Run 1, where the registers sit:
Drawn at 4 px/µm. Other sequential cells in the stronger grey, the rest of the logic in the fainter grey.
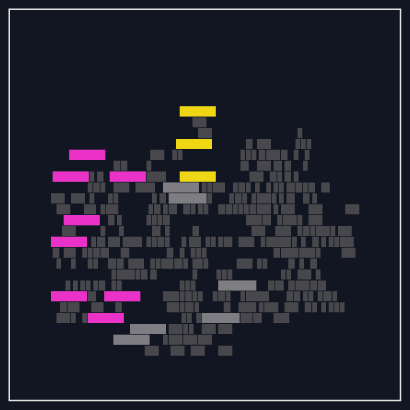
Run 1, placement by cell class:
Drawn at 4 px/µm.
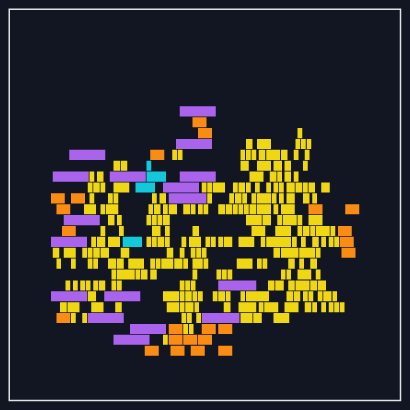
Run 1, cell outlines without signal wires:
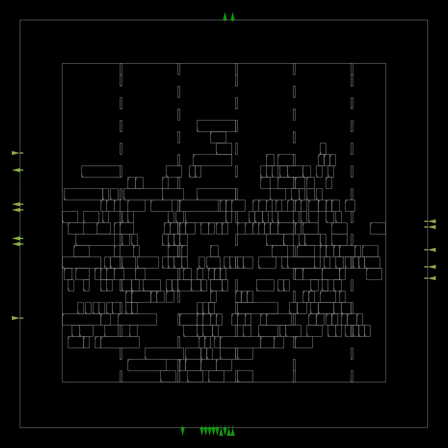
Run 1, drive-strength map:
Drawn at 4 px/µm.
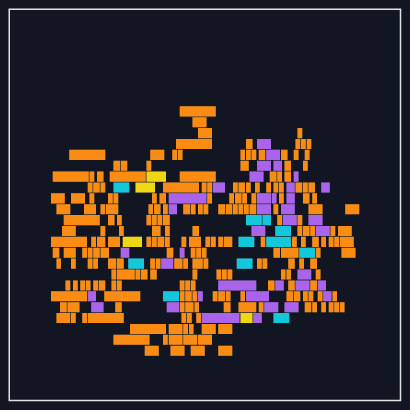
[config.mk]
export PLATFORM = sky130hd
export DESIGN_NAME = rr_bus_arbiter8_flat
export DESIGN_NICKNAME = d
export VERILOG_FILES = /design/src/rtl/arb_pkg.sv /design/src/rtl/rr_bus_arbiter8_if.sv /design/src/rtl/decoder_3to8.sv /design/src/rtl/rr_bus_arbiter8.sv /design/src/flat_wrapper.sv
export SDC_FILE = /design/constraint.sdc
export NUM_CORES = 1
export LEC_CHECK = 0
export ABC_AREA = 1
export CAP_MARGIN = 20
export CORE_MARGIN = 10
export CORE_UTILIZATION = 30
export DETAILED_ROUTE_END_ITERATION = 8
export GPL_ROUTABILITY_DRIVEN = 0
export SLEW_MARGIN = 10
export SYNTH_ARGS = -nofsm -noshare
export SYNTH_HDL_FRONTEND = slang
export SYNTH_SLANG_ARGS = --single-unit
[constraint.sdc]
create_clock -name clk -period 3.1 [get_ports clk]
set_input_delay 0.31 -clock clk [delete_from_list [all_inputs] [get_ports clk]]
set_output_delay 0.31 -clock clk [all_outputs]
set_load 0.05 [all_outputs]
[src/rtl/arb_pkg.sv]
// Shared types and helpers for the 8-requester round-robin bus arbiter.
// Includes the state encoding, requester count and circular-priority pick.
package arb_pkg;

    localparam int N_REQ = 8;
    localparam int IDX_W = 3;

    typedef enum logic {
        IDLE  = 1'b0,
        GRANT = 1'b1
    } arb_state_t;

    // First set bit searching circularly from last_ptr+1; last_ptr itself is checked last.
    function automatic logic [IDX_W-1:0] rr_pick(input logic [N_REQ-1:0] req,
                                                 input logic [IDX_W-1:0] last_ptr);
        logic [IDX_W-1:0] idx;
        rr_pick = last_ptr;
        for (int k = N_REQ; k >= 1; k--) begin
            idx = last_ptr + IDX_W'(k);
            if (req[idx]) rr_pick = idx;
        end
    endfunction

endpackage

[src/rtl/rr_bus_arbiter8_if.sv]
// Request/grant bundle between the requesters (master) and the arbiter (slave).
interface rr_bus_arbiter8_if;

    logic [arb_pkg::N_REQ-1:0] req;
    logic                      gnt_valid;
    logic [arb_pkg::IDX_W-1:0] gnt_idx;
    logic [arb_pkg::N_REQ-1:0] gnt_onehot;
    logic                      preempt;
    logic                      busy;

    modport slave (
        input  req,
        output gnt_valid, gnt_idx, gnt_onehot, preempt, busy
    );

    modport master (
        output req,
        input  gnt_valid, gnt_idx, gnt_onehot, preempt, busy
    );

endinterface

[src/rtl/decoder_3to8.sv]
// 3-to-8 enable decoder: one-hot of i_in when i_en is high, all zero otherwise.
module decoder_3to8 (
    input  logic [2:0] i_in,
    input  logic       i_en,
    output logic [7:0] o_out
);

    assign o_out = i_en ? (8'b1 << i_in) : 8'b0;

endmodule

[src/rtl/rr_bus_arbiter8.sv]
// Round-robin owner of one shared resource among 8 requesters, with grant hold,
// a mandatory turnaround gap and hold-timeout pre-emption when others are waiting.
module rr_bus_arbiter8
    import arb_pkg::*;
#(
    parameter int unsigned MAX_HOLD = 16
) (
    input  logic             clk,
    input  logic             rst,
    rr_bus_arbiter8_if.slave bus
);

    localparam logic [N_REQ-1:0] ONE      = 1;
    localparam logic [7:0]       HOLD_SAT = (MAX_HOLD == 0) ? 8'hFF : 8'(MAX_HOLD - 1);

    arb_state_t       r_state;
    logic [IDX_W-1:0] r_gnt_idx;
    logic [IDX_W-1:0] r_last_ptr;
    logic             r_gnt_valid;
    logic             r_preempt;
    logic [7:0]       r_hold_cnt;

    logic [N_REQ-1:0] w_others;
    logic             w_timeout;
    logic [N_REQ-1:0] w_onehot;

    assign w_others  = bus.req & ~(ONE << r_gnt_idx);
    assign w_timeout = (MAX_HOLD != 0) && (r_hold_cnt == HOLD_SAT) && (w_others != '0);

    always_ff @(posedge clk or posedge rst) begin
        if (rst) begin
            r_state     <= IDLE;
            r_gnt_idx   <= '0;
            r_gnt_valid <= 1'b0;
            r_preempt   <= 1'b0;
            r_hold_cnt  <= '0;
            r_last_ptr  <= IDX_W'(N_REQ - 1);
        end else begin
            r_preempt <= 1'b0;
            case (r_state)
                IDLE: begin
                    if (bus.req != '0) begin
                        r_gnt_idx   <= rr_pick(bus.req, r_last_ptr);
                        r_gnt_valid <= 1'b1;
                        r_hold_cnt  <= '0;
                        r_state     <= GRANT;
                    end
                end
                GRANT: begin
                    // Release always goes through IDLE, which is the turnaround gap.
                    if (!bus.req[r_gnt_idx]) begin
                        r_last_ptr  <= r_gnt_idx;
                        r_gnt_valid <= 1'b0;
                        r_state     <= IDLE;
                    end else if (w_timeout) begin
                        r_last_ptr  <= r_gnt_idx;
                        r_gnt_valid <= 1'b0;
                        r_preempt   <= 1'b1;
                        r_state     <= IDLE;
                    end else if (r_hold_cnt != HOLD_SAT) begin
                        r_hold_cnt <= r_hold_cnt + 8'd1;
                    end
                end
                default: r_state <= IDLE;
            endcase
        end
    end

    decoder_3to8 u_dec (
        .i_in  (r_gnt_idx),
        .i_en  (r_gnt_valid),
        .o_out (w_onehot)
    );

    assign bus.gnt_valid  = r_gnt_valid;
    assign bus.gnt_idx    = r_gnt_idx;
    assign bus.gnt_onehot = w_onehot;
    assign bus.preempt    = r_preempt;
    assign bus.busy       = r_gnt_valid;

endmodule

[src/flat_wrapper.sv]
// flat-port wrapper written by rule: the top's interface ports become plain ports
module rr_bus_arbiter8_flat import arb_pkg::*;
#(
    parameter int unsigned MAX_HOLD = 16
)
  (clk, rst, bus_req, bus_gnt_valid, bus_gnt_idx, bus_gnt_onehot, bus_preempt, bus_busy);
  rr_bus_arbiter8_if bus_i ();
  input  logic clk;
  input  logic rst;
  input wire logic [$bits(bus_i.req)-1:0] bus_req;
  output wire logic [$bits(bus_i.gnt_valid)-1:0] bus_gnt_valid;
  output wire logic [$bits(bus_i.gnt_idx)-1:0] bus_gnt_idx;
  output wire logic [$bits(bus_i.gnt_onehot)-1:0] bus_gnt_onehot;
  output wire logic [$bits(bus_i.preempt)-1:0] bus_preempt;
  output wire logic [$bits(bus_i.busy)-1:0] bus_busy;
  assign bus_i.req = bus_req;
  assign bus_gnt_valid = bus_i.gnt_valid;
  assign bus_gnt_idx = bus_i.gnt_idx;
  assign bus_gnt_onehot = bus_i.gnt_onehot;
  assign bus_preempt = bus_i.preempt;
  assign bus_busy = bus_i.busy;
  rr_bus_arbiter8 #(.MAX_HOLD(MAX_HOLD)) u_core (.clk(clk), .rst(rst), .bus(bus_i));
endmodule
==> results.cfg, run 1 <==
; synthesis and place-and-route metrics
[setup_path]
cp-start-kind = flop
cp.arrival_ns = 2.08
crit_fanout = 12
reg2regPathDepth = 15
crit_path_max_incr_delay_ns = 0.82
end_kind = output pin
reg2reg_to = u_core.bus.gnt_idx[0]
r2r_start = u_core.r_last_ptr[1]
path_buffers = 1
criticalPathCategory = flop to output pin
cp_cell_sequence = nor2_1, nand2_1, nor2_1, clkdlybuf4s50_1
path_delay_family = buffers and inverters
r2r_setup_slack_ns = 0.73

[drt]
wl_met3_um = 229
drtIter0Drc = 70
drt-met1-wl_um = 2200
wl_met2_um = 2310
dr.pass1.iters = 4
via_per_inst = 4.91
wl_per_cell_um = 13.2
vias = 1787

[synth]
synth-main-ff-cell = dfrtp_1
yosys_cells = 269
ys_warn_count = 0
edf_count = 0
ys_ff = 17
yosys-top-cells-area = dfrtp_1 (19%), nand2_1 (17%), nand3_2 (8.4%)
synth-xor-area-share = 0.0334
topCombFamilyByArea = simple AND/OR/NAND/NOR gates
ys_sh_aoi = 0.0821
mux_area_frac = 0
ys_area_um2 = 1800
top_cells_by_count = nand2_1 (80), inv_1 (29), nand3_1 (28)
synth_adder_area_share = 0.0209

[floorplan]
die_h_um = 97.4
io_pins = 24

[sta]
setup_tns_ns = 0
worstMarginPinSlew_ns = 0.662
relSlewSlack = 0.558
clock_skew_ns = 0.0118
finalCriticalPeriod_ns = 2.39
rsz0062_at_grt = false
drv_slew = 0
fin_ws_ns = 0.707
setup_viol = 0

[global_route]
overflow = 0
use_met1 = 0.116
grt_util_met3 = 0.0213
grt_max_degree = 18
antenna_found_initial = 0
grt_pass1_vias = 1737
grt_usage = 0.0983
use_met2 = 0.170

[layout]
fin_cells = 364
drive_gt1_frac = 0.183
nonClkBufAreaFrac = 0.110
clk_share = 0.0214
combGateArea_um2 = 1160
nClkBuffers = 4
nNonClkInverters = 36
dominant_cells = combinational gates
final_area_um2 = 2100

[pwr]
p_total_mw = 2.63
cellLeakagePower_nw = 1.02
cellPowerDensity_nw_per_um2 = 1250

[status]
status = finished, final reports clean

[cts]
clockBufferDepth = 2
cts_resized = 0
insertion_delay_ns = 0.25
clk_pin_slew_ns = 0.07
numCtsBuffers = 3

[place]
io_buffers = 23
pre_cts_ws_ns = 0.770
hpwl_um = 3870

[min_path]
hold_path.class = input port to async pin
Notes on 'where the registers sit' above:
| colour | name in the netlist | placed flops |
|---|---|---|
| magenta | u_core.r_hold_cnt | 8 |
| yellow | u_core.bus.gnt_idx | 3 |
not coloured: 6

Notes on 'placement by cell class' above:
| colour | class | cells |
|---|---|---|
| yellow | all other logic | 245 |
| purple | flip-flops | 17 |
| cyan | clock drivers and dummy loads | 4 |
| orange | other buffers and delay cells | 23 |
Core ar.: 5890 µm²
Seq area share: 0.204
fin util: 0.357
# rows: 28

Notes on 'cell outlines without signal wires' above:
fillcell total: 633
Flops: 17

Notes on 'drive-strength map' above:
| colour | size | cells | most used |
|---|---|---|---|
| purple | drive 2 | 38 | nand3_2 |
| orange | drive 1 or less | 236 | nand2_1 |
| yellow | drive 6 and up | 4 | clkbuf_8 |
| cyan | drive 3 to 4 | 11 | nand2_4 |

run 1: power breakdown:
part	internal (mW)	switching [mW]
Combinational	0.658	1.35
Sequential	0.309	0.150
Clock	0.0912	0.0765
Total	1.06	1.57
run 1: worst max-delay path by stage:
stage,slack (ns),startpoint,cells past startpoint,end
floorplan,0.93,u_core.r_last_ptr[0],17,u_core.bus.gnt_idx[0]
global placement,0.81,u_core.r_last_ptr[0],15,u_core.bus.gnt_idx[0]
detailed placement,0.77,u_core.r_last_ptr[1],15,u_core.bus.gnt_idx[0]
CTS,0.70,u_core.bus.gnt_idx[0],4,bus_gnt_onehot[4]
global route,0.52,u_core.r_last_ptr[1],15,u_core.bus.gnt_idx[0]
finish,0.71,u_core.bus.gnt_idx[0],4,bus_gnt_onehot[4]
Run 1, M3 wires:
Drawn at 3 px/µm. Cells faint in the background.
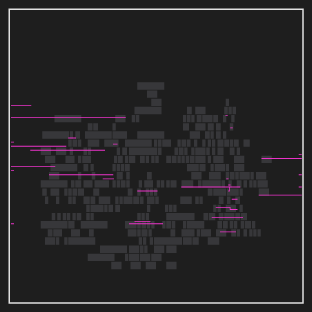

==> run 2, diff against run 1 <==
- clock period: 3.1 -> 1.93 ns (I/O delays scaled with it)
Run 2, M3 wires:
Drawn at 3 px/µm. Cells faint in the background.
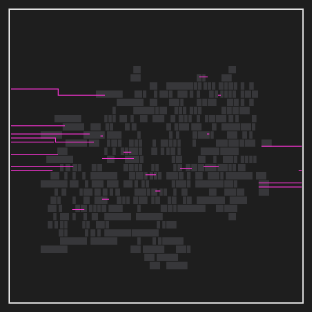
longest straight run: 26.0 µm
nets with wire on the layer: 19
DR vias: 1802
met3 Use GR: 0.0313
final wirelength: 4990 µm

==> run 2 against run 1 <==
  * Core utilization up 4.3 points
  * Sequential power increased by 41%
  * Worst setup slack got worse by 0.66 ns
  * Via count grew 0.84%
  * Final cell count rose by 4.4%
  * Largest power group unchanged
  * Routed wire length rose by 3.7%
  * Die area did not move
==> results.cfg, run 2 <==
; synthesis and place-and-route metrics
[sta]
setup_tns_ns = 0
rsz0062_at_grt = true
clock_skew_ns = 0.000920
max_freq_ghz = 0.532
drv_slew = 0
relSlewSlack = 0.532
worstMarginPinSlew_ns = 0.700
setup_viol = 0

[global_route]
grt_pass1_vias = 1848
use_met1 = 0.125
overflow = 0
use_met2 = 0.186
grt_max_degree = 18
antenna_found_initial = 0
grt_usage = 0.109

[drt]
wl_met3_um = 246
drt-met1-wl_um = 2280
dr.pass1.iters = 4
wl_met2_um = 2400
drtIter0Drc = 94
via_per_inst = 4.74
wl_per_cell_um = 13.1

[synth]
ys_area_um2 = 1800
mux_area_frac = 0
ys_warn_count = 0
ys_ff = 17
synth-main-ff-cell = dfrtp_1
synth-xor-area-share = 0.0334
ys_sh_aoi = 0.0821
edf_count = 0
synth_adder_area_share = 0.0209
syn_inst = 269
yosys_cells = 269

[layout]
flops = 17
clk_share = 0.0208
final_area_um2 = 2350
nNonClkInverters = 36
nClkBuffers = 3
post-route-util = 0.399
combGateArea_um2 = 1190
fill_cells = 633
dominant_cells = combinational gates
seq-cell-share = 0.183
fin_cells = 380

[setup_path]
cp_cell_sequence = inv_6, ha_4, inv_6, nand3_2, nand3_2, nand2_2, inv_1, nand2_1, nand2_1, nand2_1, nand2_1, nand2_1, nand2_1, nand3_2, nand2_1
criticalPathCategory = flop to flop
path_buffers = 3
cp.arrival_ns = 2.04
cp-start-kind = flop
path_delay_family = simple AND/OR/NAND/NOR gates
crit_fanout = 7
end_kind = flop
crit_path_max_incr_delay_ns = 0.60

[cts]
insertion_delay_ns = 0.26
clockBufferDepth = 2
numCtsBuffers = 3
cts_htree_levels = 1
cts_resized = 0
clk_pin_slew_ns = 0.07

[floorplan]
num_rows = 28
io_pins = 24
die_h_um = 97.4
core_area_um2 = 5890

[status]
status = finished, final reports clean

[min_path]
hold_path.class = input port to async pin

[pwr]
p_seq_mw = 0.649
p_total_mw = 4.69
cellLeakagePower_nw = 1.14
p_sw_frac = 0.564
power.share.combinational = 0.801
cellPowerDensity_nw_per_um2 = 2000
powerComb_mw = 3.76
clkPwrFrac = 0.061
seqPwrFrac = 0.138
power-top-group = combinational logic
p_sw_mw = 2.65
intPower_mw = 2.05
clock_net_power_mw = 0.287

[place]
pre_cts_ws_ns = 0.0521
io_buffers = 23
hpwl_um = 4040
==> run 2: cell counts after synthesis <==
No cell type changed its count.
==> run 2: path summary, 6_finish.rpt <==
check,slack (ns),end,from,cells after the start
setup / recovery,0.05,u_core.bus.gnt_idx[0],u_core.r_last_ptr[0],15
hold / removal,0.34,u_core.r_hold_cnt[1],rst,2
setup reg to reg,0.05,u_core.bus.gnt_idx[0],u_core.r_last_ptr[0],15
hold reg to reg,0.55,u_core.r_hold_cnt[0],u_core.r_hold_cnt[0],1
max in group asynchronous,1.15,u_core.bus.gnt_idx[1],rst,2
min in group clk,0.55,u_core.r_hold_cnt[0],u_core.r_hold_cnt[0],1
Power and IR drop assume default switching activity.
